### src/rtl/seg7_pkg.sv
// ============================================================================
//  Module      : seg7_pkg
//  Description : Shared types, constants and helpers for the seven-segment
//                scan-bus monitor: bus layout, glyph table, anode counting
//                and glyph decode.
//  Revision    : 1.0 - initial release
// ============================================================================
`default_nettype none

package seg7_pkg;

    // Number of multiplexed digits on the bus.
    localparam int c_ANODE_COUNT = 4;

    // Number of segment cathodes (a..g).
    localparam int c_SEG_COUNT = 7;

    // One sample of the bus, all lines in their native active-low form.
    // seg_n[0] is segment a, seg_n[6] is segment g; an_n[0] is the
    // rightmost digit.
    typedef struct packed {
        logic [c_ANODE_COUNT-1:0] an_n;
        logic [c_SEG_COUNT-1:0]   seg_n;
        logic                     dp_n;
    } seg7_bus_t;

    // Idle bus: every anode off, every segment off, decimal point off.
    localparam seg7_bus_t c_BUS_IDLE = '{an_n: 4'hF, seg_n: 7'h7F, dp_n: 1'b1};

    // Result of decoding one segment pattern.
    typedef struct packed {
        logic       err;
        logic [3:0] nibble;
    } glyph_t;

    // Active-high gfedcba patterns for hex digits 0..F; entry i is digit i.
    localparam logic [15:0][6:0] c_GLYPH_TABLE = {
        7'h71, 7'h79, 7'h5E, 7'h39,   // F E d C
        7'h7C, 7'h77, 7'h6F, 7'h7F,   // b A 9 8
        7'h07, 7'h7D, 7'h6D, 7'h66,   // 7 6 5 4
        7'h4F, 7'h5B, 7'h06, 7'h3F    // 3 2 1 0
    };

    // Count how many anodes are driven low (active) in one sample.
    function automatic logic [2:0] f_active_anodes(input logic [c_ANODE_COUNT-1:0] an_n);
        logic [2:0] count;
        count = 3'd0;
        for (int i = 0; i < c_ANODE_COUNT; i++) begin
            count = count + {2'b00, ~an_n[i]};
        end
        return count;
    endfunction

    // Map an active-high gfedcba pattern to its hex value. Patterns that
    // are not in the table decode to nibble 0 with the error flag set.
    function automatic glyph_t f_glyph_decode(input logic [c_SEG_COUNT-1:0] pattern);
        glyph_t result;
        result = '{err: 1'b1, nibble: 4'h0};
        for (int i = 0; i < 16; i++) begin
            if (pattern == c_GLYPH_TABLE[i]) begin
                result = '{err: 1'b0, nibble: 4'(i)};
            end
        end
        return result;
    endfunction

endpackage : seg7_pkg

`default_nettype wire

### src/rtl/seg7_settle_filter.sv
// ============================================================================
//  Module      : seg7_settle_filter
//  Description : Tracks how long the bus sample has been unchanged and raises
//                a one-cycle capture strobe when a single-anode sample has
//                been stable for SETTLE_CYCLES consecutive samples. The strobe
//                fires once per stable period and is valid in the same cycle
//                as the sample it refers to.
//  Revision    : 1.0 - initial release
// ============================================================================
`default_nettype none

module seg7_settle_filter
    import seg7_pkg::*;
#(
    parameter int SETTLE_CYCLES = 4
) (
    input  logic      clk,
    input  logic      rst,
    input  seg7_bus_t i_sample,
    output logic      o_capture
);

    localparam logic [7:0] c_SETTLE_MAX = 8'(SETTLE_CYCLES);
    localparam logic [7:0] c_SETTLE_HIT = 8'(SETTLE_CYCLES - 1);

    seg7_bus_t  r_prev;
    logic [7:0] r_cnt;
    logic [7:0] w_cnt_next;
    logic       w_single_anode;

    // Next settle count: restart on any change, otherwise count up and hold
    // at the saturation value so the hit value is passed only once.
    always_comb begin
        w_cnt_next = r_cnt;
        if (i_sample != r_prev) begin
            w_cnt_next = 8'd0;
        end else if (r_cnt != c_SETTLE_MAX) begin
            w_cnt_next = r_cnt + 8'd1;
        end
    end

    // Previous-sample register and settle counter.
    always_ff @(posedge clk) begin
        if (rst) begin
            r_prev <= c_BUS_IDLE;
            r_cnt  <= 8'd0;
        end else begin
            r_prev <= i_sample;
            r_cnt  <= w_cnt_next;
        end
    end

    assign w_single_anode = (f_active_anodes(i_sample.an_n) == 3'd1);

    // Blanked or conflicting samples never produce a strobe.
    assign o_capture = (w_cnt_next == c_SETTLE_HIT) && w_single_anode;

endmodule : seg7_settle_filter

`default_nettype wire

### src/rtl/seg7_scan_decoder.sv
// ============================================================================
//  Module      : seg7_scan_decoder
//  Description : Receive-side monitor for a multiplexed 4-digit seven-segment
//                bus. Rebuilds the displayed hex digits and decimal points
//                from the active-low anode/cathode lines and publishes them
//                as a frame once all four digits have been captured. Flags
//                anode conflicts and scan stalls.
//  Options     : SEG7_SCAN_DECODER_SYNC_EN - when defined, a two-flop
//                synchroniser is placed on all bus inputs (+2 cycles).
//  Revision    : 1.0 - initial release
// ============================================================================
`default_nettype none

module seg7_scan_decoder
    import seg7_pkg::*;
#(
    parameter int SETTLE_CYCLES  = 4,
    parameter int TIMEOUT_CYCLES = 1024
) (
    input  logic        i_w_clk,
    input  logic        i_w_reset,
    input  logic        i_w_AN0,
    input  logic        i_w_AN1,
    input  logic        i_w_AN2,
    input  logic        i_w_AN3,
    input  logic        i_w_CA,
    input  logic        i_w_CB,
    input  logic        i_w_CC,
    input  logic        i_w_CD,
    input  logic        i_w_CE,
    input  logic        i_w_CF,
    input  logic        i_w_CG,
    input  logic        i_w_DP,
    output logic [15:0] o_r_digits,
    output logic [3:0]  o_r_dp,
    output logic [3:0]  o_r_glyph_err,
    output logic        o_r_frame_valid,
    output logic        o_r_conflict,
    output logic        o_r_stalled
);

    // Idle counter saturates at TIMEOUT_CYCLES-1; the stall is declared on
    // the edge that takes it there.
    localparam logic [15:0] c_IDLE_MAX  = 16'(TIMEOUT_CYCLES - 1);
    localparam logic [15:0] c_IDLE_FIRE = 16'(TIMEOUT_CYCLES - 2);

    localparam logic [0:0] c_ST_SCAN    = 1'b0;
    localparam logic [0:0] c_ST_STALLED = 1'b1;

    seg7_bus_t        w_pins;
    seg7_bus_t        w_sample;
    logic             w_capture;
    logic [1:0]       w_digit_idx;
    glyph_t           w_glyph;
    logic             w_publish;
    logic             w_timeout;
    logic [3:0]       w_mask_next;
    logic [0:0]       w_state_next;

    logic [3:0][3:0]  r_shadow_digits;
    logic [3:0]       r_shadow_dp;
    logic [3:0]       r_shadow_err;
    logic [3:0]       r_mask;
    logic [15:0]      r_idle;
    logic [0:0]       r_state;
    logic [15:0]      r_digits;
    logic [3:0]       r_dp;
    logic [3:0]       r_glyph_err;
    logic             r_frame_valid;
    logic             r_conflict;

    assign w_pins = '{
        an_n:  {i_w_AN3, i_w_AN2, i_w_AN1, i_w_AN0},
        seg_n: {i_w_CG, i_w_CF, i_w_CE, i_w_CD, i_w_CC, i_w_CB, i_w_CA},
        dp_n:  i_w_DP
    };

`ifdef SEG7_SCAN_DECODER_SYNC_EN
    seg7_bus_t r_sync_meta;
    seg7_bus_t r_sync_out;

    // Two-flop synchroniser; resets to the idle bus so no phantom digit
    // is seen while it fills.
    always_ff @(posedge i_w_clk) begin
        if (i_w_reset) begin
            r_sync_meta <= c_BUS_IDLE;
            r_sync_out  <= c_BUS_IDLE;
        end else begin
            r_sync_meta <= w_pins;
            r_sync_out  <= r_sync_meta;
        end
    end

    assign w_sample = r_sync_out;
`else
    // Driver shares this clock, so the pins are sampled directly.
    assign w_sample = w_pins;
`endif

    seg7_settle_filter #(
        .SETTLE_CYCLES (SETTLE_CYCLES)
    ) u_settle (
        .clk       (i_w_clk),
        .rst       (i_w_reset),
        .i_sample  (w_sample),
        .o_capture (w_capture)
    );

    // Position of the active anode; only meaningful when a capture fires,
    // which guarantees exactly one anode is low.
    always_comb begin
        w_digit_idx = 2'd0;
        for (int i = 0; i < c_ANODE_COUNT; i++) begin
            if (!w_sample.an_n[i]) begin
                w_digit_idx = 2'(i);
            end
        end
    end

    assign w_glyph   = f_glyph_decode(~w_sample.seg_n);
    assign w_publish = (r_mask == 4'hF);
    assign w_timeout = !w_capture && (r_idle == c_IDLE_FIRE);

    // Capture mask: publishing or a stall empties it first, so a capture in
    // the same cycle lands in the fresh mask.
    always_comb begin
        w_mask_next = r_mask;
        if (w_publish || w_timeout) begin
            w_mask_next = 4'h0;
        end
        if (w_capture) begin
            w_mask_next[w_digit_idx] = 1'b1;
        end
    end

    // Scan/stall state: a stall is left only by a fresh capture.
    always_comb begin
        w_state_next = r_state;
        case (r_state)
            c_ST_SCAN: begin
                if (w_timeout) begin
                    w_state_next = c_ST_STALLED;
                end
            end
            c_ST_STALLED: begin
                if (w_capture) begin
                    w_state_next = c_ST_SCAN;
                end
            end
            default: w_state_next = c_ST_SCAN;
        endcase
    end

    // Shadow registers, mask, idle counter, state and published frame.
    always_ff @(posedge i_w_clk) begin
        if (i_w_reset) begin
            r_shadow_digits <= '0;
            r_shadow_dp     <= 4'h0;
            r_shadow_err    <= 4'h0;
            r_mask          <= 4'h0;
            r_idle          <= 16'd0;
            r_state         <= c_ST_SCAN;
            r_digits        <= 16'h0000;
            r_dp            <= 4'h0;
            r_glyph_err     <= 4'h0;
            r_frame_valid   <= 1'b0;
            r_conflict      <= 1'b0;
        end else begin
            r_conflict    <= (f_active_anodes(w_sample.an_n) > 3'd1);
            r_frame_valid <= w_publish;
            r_mask        <= w_mask_next;
            r_state       <= w_state_next;

            // Shadows are copied before this edge's capture overwrites them.
            if (w_publish) begin
                r_digits    <= r_shadow_digits;
                r_dp        <= r_shadow_dp;
                r_glyph_err <= r_shadow_err;
            end

            if (w_capture) begin
                r_shadow_digits[w_digit_idx] <= w_glyph.nibble;
                r_shadow_dp[w_digit_idx]     <= ~w_sample.dp_n;
                r_shadow_err[w_digit_idx]    <= w_glyph.err;
            end

            if (w_capture) begin
                r_idle <= 16'd0;
            end else if (r_idle != c_IDLE_MAX) begin
                r_idle <= r_idle + 16'd1;
            end
        end
    end

    assign o_r_digits      = r_digits;
    assign o_r_dp          = r_dp;
    assign o_r_glyph_err   = r_glyph_err;
    assign o_r_frame_valid = r_frame_valid;
    assign o_r_conflict    = r_conflict;
    assign o_r_stalled     = (r_state == c_ST_STALLED);

endmodule : seg7_scan_decoder

`default_nettype wire

### config.mk
export PLATFORM = sky130hd
export DESIGN_NAME = seg7_scan_decoder
export DESIGN_NICKNAME = d
export VERILOG_FILES = /design/src/rtl/seg7_pkg.sv /design/src/rtl/seg7_settle_filter.sv /design/src/rtl/seg7_scan_decoder.sv
export SDC_FILE = /design/constraint.sdc
export NUM_CORES = 1
export LEC_CHECK = 0
export CAP_MARGIN = 25
export CORE_ASPECT_RATIO = 0.8
export CORE_UTILIZATION = 50
export DETAILED_ROUTE_END_ITERATION = 16
export GPL_TIMING_DRIVEN = 1
export PLACE_DENSITY = 0.72
export REMOVE_ABC_BUFFERS = 1
export SLEW_MARGIN = 10
export SYNTH_ARGS = -nofsm -noshare
export SYNTH_HDL_FRONTEND = slang
export SYNTH_HIERARCHICAL = 1
export SYNTH_SLANG_ARGS = --single-unit
export TNS_END_PERCENT = 50
### constraint.sdc
create_clock -name i_w_clk -period 4 [get_ports i_w_clk]
set_clock_uncertainty 0.15 [all_clocks]
set_input_delay 0.8 -clock i_w_clk [delete_from_list [all_inputs] [get_ports i_w_clk]]
set_output_delay 0.8 -clock i_w_clk [all_outputs]
set_load 0.005 [all_outputs]
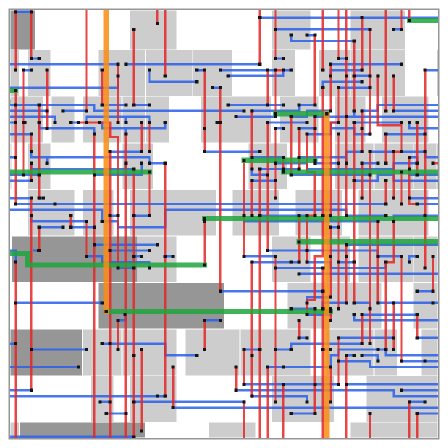
(run_1/closeup.png)
Region (39, 29) to (64, 54) um. Cells in gray, sequential cells in the stronger gray; small squares are vias.
legend:
  blue:
    layer: M1
  orange:
    layer: M4
  red:
    layer: M2
  green:
    layer: M3
most frequent: nor2_1 (6), nor4_1 (5), buf_4 (4)
cells with their middle in the window: 52
sequential cells in the window: 3

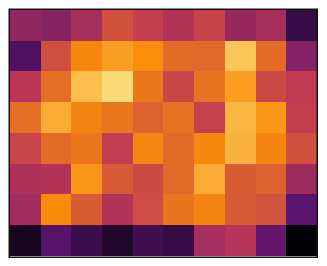
(run_1/util_map.png)
(3 px per um) 10 x 8 tiles, from black (low) to pale yellow (high), 0 to 100% covered.
fullest tile: 92%
mean over tiles: 56%
tiles over 75% full: 15%
nearly empty tiles: 1.3%

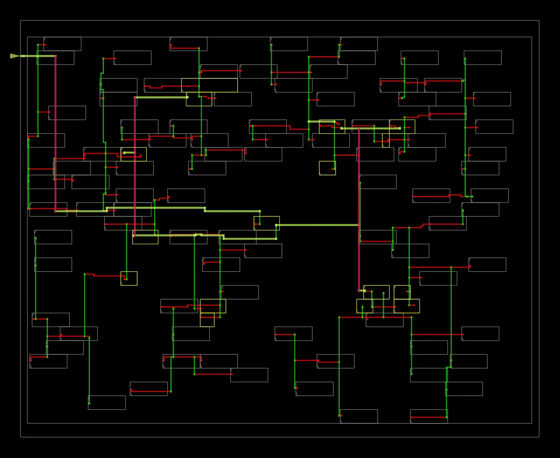
(run_1/clock_nets.png)
Num CTS Buffers: 9
insertion delay of the later-clocked pin in the worst-skew pair: 350 ps
number of clock sinks: 91
CLK BUF: 10
flop count: 91

==> flow_summary.ini, run 1 <==
; flow metrics
[global_routing]
grt_max_degree = 53
gr-total-overflow = 0

[layout]
final_layout_size_suffix_gt1_frac = 0.130
layout.area.comb_sq_um = 2040
final_net_count = 526
comb.multi_input.count = 328
area.growth.synth_to_final_pct = 19.5
comb-cell-share = 0.425
clock_area_frac = 0.0417
nNonClkBuffers = 60
layout.cells.largest_class = multi-input combinational cells
signal_buffer_area_fraction = 0.116

[logic_synthesis]
synth_sequential_area_ratio = 0.454
netlist.top_cell.by_instances = dfxtp_1
yosysChipArea_sq_um = 4020
yosys_instances = 457
postSynthCellCount = 457
synthMuxAreaShare = 0.00249
synth-edff-count = 0
yosys_most_used_dff = dfxtp_1
synthesized_registers = 91
topCombFamilyByArea = simple AND/OR/NAND/NOR gates
synthSimpleGateAreaFrac = 0.262
ys_sh_xor = 0.0480
synth_cell_types = 55

[floorplanning]
tap_cells = 105
die.size.y_um = 82.2
core_sq_um = 7570
chip_area_sq_um = 8390

[setup_path]
cp_slowest_cell = fa_1
timing.critical_path.buf_inv = 5
reg2regPathDepth = 12
critical_path.reg2reg.startpoint = u_settle/r_cnt[0]
critPathMaxFanout = 11
crit_required_ps = 4130
timing.critical_path.from = i_w_AN0
ff2ff_setup_slack_ps = 1280
timing.critical_path.max_delay_family = buffers and inverters
critical_path.cell_chain = clkdlybuf4s50_1 > fa_1 > inv_1 > ha_1 > ha_1 > nor3b_1 > nand4_1 > nor4_1 > buf_4 > inv_1 > nor2_1 > buf_4 > nor2_1 > a211oi_1
crit_path_end_kind = flip-flop
timing.critical_path.from_type = input pin
critPathCapture = r_shadow_dp[3]

[power]
power.share.combinational = 0.070
pwr-share-clk = 0.377
power.net_switching_w = 0.000407
worst_ir_drop_vdd_mv = 0.185
power_report.internal_total_w = 0.00126
power.sequential.fraction = 0.552

[clock_network]
cts_htree_levels = 3
post_cts.resized_instances = 0
cts_tree = built
post_cts.repair.setup_buffers = 0
hold_buffers = 0

[final_timing]
fin_crit_sh = 0.944
maxSlewViolCount = 0
setup_violations = 0
worstMarginPinSlew_ps = 857
layout_min_cycle_time_ps = 3770
fmax_ghz = 0.265
setup_repair_after_global_routing_missed_its_margin = false
fin_tns_setup_ps = 0

[hold_path]
hold-path-endpoint = o_r_digits[5]

[outcome]
run_status = completed

[route]
drt_pre_antenna_iters = 4

[job]
stage_log_warnings = 27

[placement]
dp_hpwl_um = 6020
==> run 1: stage by stage <==
stage / instances / hold slack, ps / util / setup WS (ps) / power (W)
2_1_floorplan: 433 / 273 / - / 299 / 0.000994
3_3_place_gp: 597 / 294 / 0.606 / 65.0 / 0.00105
3_5_place_dp: 597 / 291 / 0.606 / -124 / 0.00106
4_1_cts: 613 / 303 / 0.633 / 245 / 0.00169
5_1_grt: 614 / 321 / 0.634 / 44.2 / 0.00173
6_report: 614 / 307 / 0.634 / 226 / 0.00167
==> run 1: cells by family after synthesis <==
| family | count (synthesis) |
|---|---|
| flops | 91 |
| simple gates | 188 |
| buf+inv | 38 |
| mux | 1 |
| compound gates | 109 |
| xor+xnor | 22 |
| fa+ha+maj | 8 |
==> run 1: layout by cell type, fill, tap and decap left out, types with 11 or more instances in the layout <==
| cell type | Yosys | routed |
|---|---|---|
| xor2_1 | 17 | 17 |
| nand2_1 | 61 | 61 |
| inv_1 | 14 | 14 |
| clkdlybuf4s50_1 | 0 | 40 |
| o21ai_0 | 24 | 24 |
| or2_2 | 16 | 16 |
| dfxtp_1 | 91 | 91 |
| a21oi_1 | 43 | 43 |
| nand3_1 | 14 | 14 |
| nor2_1 | 27 | 27 |
| a31oi_1 | 11 | 11 |
| buf_4 | 2 | 19 |
==> run 1: tightest hold or removal path, delay by kind of cell (launching register included) <==
family / cells / cell delay [ps]
AND-OR/OR-AND: 1 / 50
flip-flops: 1 / 320
AND/OR/NAND/NOR: 1 / 50
==> run 1: layer usage <==
metal | wire length, um | up-vias | part of all wire | track usage
met3 | 371 | 12 | 0.043 | 0.0455
li1 | - | 1725 | - | -
met4 | 131 | 0 | 0.015 | 0.0800
met1 | 4320 | 1623 | 0.50 | 0.297
met5 | 0 | - | 0 | 0
met2 | 3800 | 78 | 0.44 | 0.336
==> run 1 -> run 2 <==
PLACE_DENSITY = 0.71   (was 0.72)
SYNTH_HIERARCHICAL = default   (was 1)
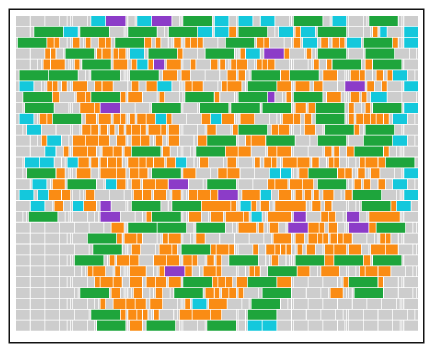
(run_2/class_map.png)
(4 px per um) Fill, decap, tap and diode cells in gray.
legend:
  orange:
    class: remaining logic cells
    cells: 353
    share_of_their_area: 46%
  purple:
    class: clock drivers and dummy loads
    cells: 16
    share_of_their_area: 4.0%
  cyan:
    class: remaining buffers and delay cells
    cells: 55
    share_of_their_area: 11%
  green:
    class: sequential cells
    cells: 91
    share_of_their_area: 39%

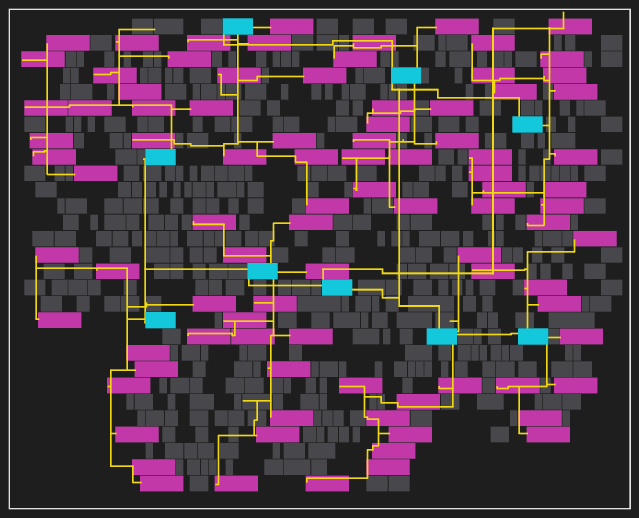
(run_2/clock_wires.png)
(6 px per um)
legend:
  cyan:
    item: clock-net drivers
    count: 9
  magenta:
    item: flip-flops
    count: 91
  yellow:
    item: clock wires
    length: 1030 um
routed clock nets: 10

==> run 2 against run 1 <==
  * Clock power fell by 7.8%
  * Routed wire length fell by 3.2%
  * Setup slack improved by 270 ps
  * Die size rose by 2.0%
  * Count of clock-buffer cells in the layout rose by 1
  * Total power fell by 3.4%
  * Sequential power barely moved
  * Sequential cell count did not move
  * Combinational power fell by 7%
  * Global-route usage fell by 0.15 points
==> flow_summary.ini, run 2 <==
; flow metrics
[layout]
final_net_count = 532
lay_top_count = dfxtp_1
area.growth.synth_to_final_pct = 17.5
most_used_cells_in_the_layout_excluding_fill_and_tap_cells = dfxtp_1, nand2_1, nor2_1, clkdlybuf4s50_1, a21oi_1
postLayoutCoreUtil = 0.606
final_layout_size_suffix_gt1_frac = 0.105
insertedDiodeCount = 0
layout.cells.non_filler = 623

[logic_synthesis]
async_flop_share = 0
synth_cell_types = 57
yosys_instances = 472
synthesized_registers = 91
synthesis.area_per_instance_sq_um = 8.68
ys_sh_xor = 0.0662
postSynthCellCount = 472
synthAoiAreaFrac = 0.0986
netlist.top_cell.by_instances = dfxtp_1
synth.top_cells.by_area = dfxtp_1, nand2_1, a21oi_1
synthMuxAreaShare = 0.0342
synthSimpleGateAreaFrac = 0.287
total_number_of_yosys_warnings = 0
yosysChipArea_sq_um = 4100
synth_sequential_area_ratio = 0.444
top_area_cell = dfxtp_1
synth.cellmix.adderShare = 0.0287
post-synth-top-area-fraction = 0.444
synth.cell_area_sq_um = 4100
synth-edff-count = 0
yosys_most_used_dff = dfxtp_1
most_frequent_cells_after_synthesis = dfxtp_1, nand2_1, nor2_1
topCombFamilyByArea = simple AND/OR/NAND/NOR gates

[job]
drv_cap = 0
stage_log_warnings = 28

[final_timing]
timing_hold_violations_final = 0
layout_setup_ws_ps = 498
setup_violations = 0
fin_tns_setup_ps = 0
layout_min_cycle_time_ps = 3500
worstMarginPinSlew_ps = 836
worst_slew_margin_rel = 0.443
setup_repair_after_global_routing_missed_its_margin = false
maxSlewViolCount = 0
fin_crit_sh = 0.876
fmax_ghz = 0.286

[clock_network]
cts_htree_levels = 3
hold_buffers = 0
cts_tree = built
clock_tree.root_cell = clkbuf_8
tritoncts_num_sinks = 91
insertion_delay_ps = 360
clk_pin_slew_ps = 80
post_cts.repair.setup_buffers = 0
cts_inserted_buffers = 9
max-clock-path-buffers = 2
post_cts.resized_instances = 0

[route]
drt_drc_violations_left = 0
drt_pre_antenna_iters = 4
drt-total-wl_um = 8340
detail_route.iter0.violations = 155
wl_per_cell_um = 13.4
ant_nets = 0
drt-vias-per-instance = 5.35
via_count = 3330

[setup_path]
timing.critical_path.buf_inv = 3
crit_path_end_kind = flip-flop
worstPathArrival_ps = 3580
cp_slowest_cell = fa_1
critPathMaxFanout = 6
critical_path.cell_chain = clkdlybuf4s50_1 > fa_1 > inv_1 > ha_1 > inv_1 > ha_1 > nor2_1 > nand4_1 > o21ba_2 > nand4b_1 > mux2i_1 > nor2_1
path_class = input pin to flip-flop
slowest_delay_ps = 550
crit_required_ps = 4080
timing.critical_path.from_type = input pin
timing.critical_path.max_delay_family = adder cells
ff2ff_setup_slack_ps = 1540

[global_routing]
via_count_of_the_first_global_routing_pass = 3031
grt_max_degree = 44
grt_first_pass_wirelength_um = 14300
antenna_found_initial = 0
grt_util_all_layers = 0.215
gr-total-overflow = 0

[power]
p_leak_nw = 1.75
power-per-cell-area_nw_per_um2 = 335
total_power_w = 0.00161
worst_ir_drop_vdd_mv = 0.217

[floorplanning]
floorplan_core_density = 0.516
row_count = 29
core_sq_um = 7950
dieWidth_um = 103
chip_area_sq_um = 8570
die.size.y_um = 83.0
io-pin-count = 41

[placement]
numPortBuffers = 40
placed_cells_incl_taps = 607
gp_congestion = 0.850
dp_hpwl_um = 5970
place_worst_setup_slack_ps = 148

[outcome]
run_status = completed

[hold_path]
min-delay-path-class = flip-flop to flip-flop
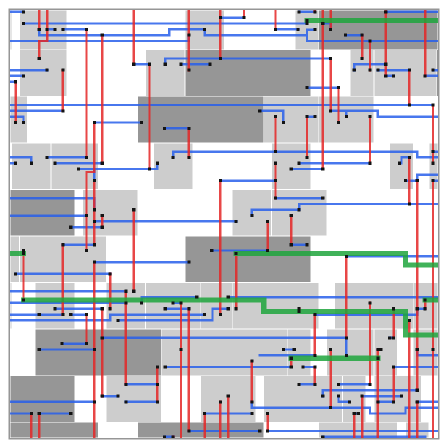
(run_2/closeup.png)
Region (39, 29) to (64, 54) um. Cells in gray, sequential cells in the stronger gray; small squares are vias.

[run 2: netlist changes by cell type in the layout (fill, tap and decap cells not counted), sizes merged, moves of 8 or more]
cell   previous run  this run
mux2i             1        14
o21ai            24        12
nor2             28        42
a21oi            43        34
a31oi            11         3
[run 2: area by class of cell]
| cell class | instances | area (sq um) |
|---|---|---|
| sequential | 91 | 1820 |
| timing repair buffer | 55 | 512 |
| fill | 703 | 3130 |
| multi-input combinational | 340 | 2110 |
| inverter | 13 | 48.8 |
| clock inverter | 5 | 37.5 |
| tap | 108 | 135 |
| clock buffer | 11 | 151 |
[run 2: stage by stage]
step                      hold slack (ps)  instance area (sq um)
after detailed placement              284                   4630
final                                 294                   4820
after floorplan                       271                   3980
after global routing                  323                   4820
after CTS                             297                   4820
after global placement                288                   4620
[run 2: path summary, 6_finish.rpt]
kind,startpoint,end,depth (start not counted)
max,i_w_AN0,r_shadow_dp[0],12
min,r_shadow_digits[7],r_shadow_digits[7],2
max reg2reg,u_settle.r_cnt[3],r_shadow_digits[4],6
min reg2reg,r_shadow_digits[7],r_shadow_digits[7],2
[run 2: cell families after synthesis]
group                      after synthesis
adders and majority gates                9
DFF                                     91
xor gates and xnor gates                31
and+or+nand+nor                        219
muxes                                   14
AOI/OAI and AO/OA                       67
buffers and inverters                   41
[run 2: routing by layer]
layer / vias up / routed length [um] / share of wire / track usage
met5: - / 0 / 0 / 0
met4: 0 / 102 / 0.012 / 0.0653
met3: 7 / 364 / 0.044 / 0.0564
met2: 73 / 3500 / 0.42 / 0.304
met1: 1545 / 4370 / 0.52 / 0.317
li1: 1705 / - / - / -
[run 2: power breakdown]
part / internal, W / switching (W) / total, W
clock network: 0.000260 / 0.000320 / 0.000580
logic: 0.0000504 / 0.0000600 / 0.000110
registers: 0.000915 / 0.00000612 / 0.000921
Power figures rest on the tool's default switching activity, not on a simulated workload.
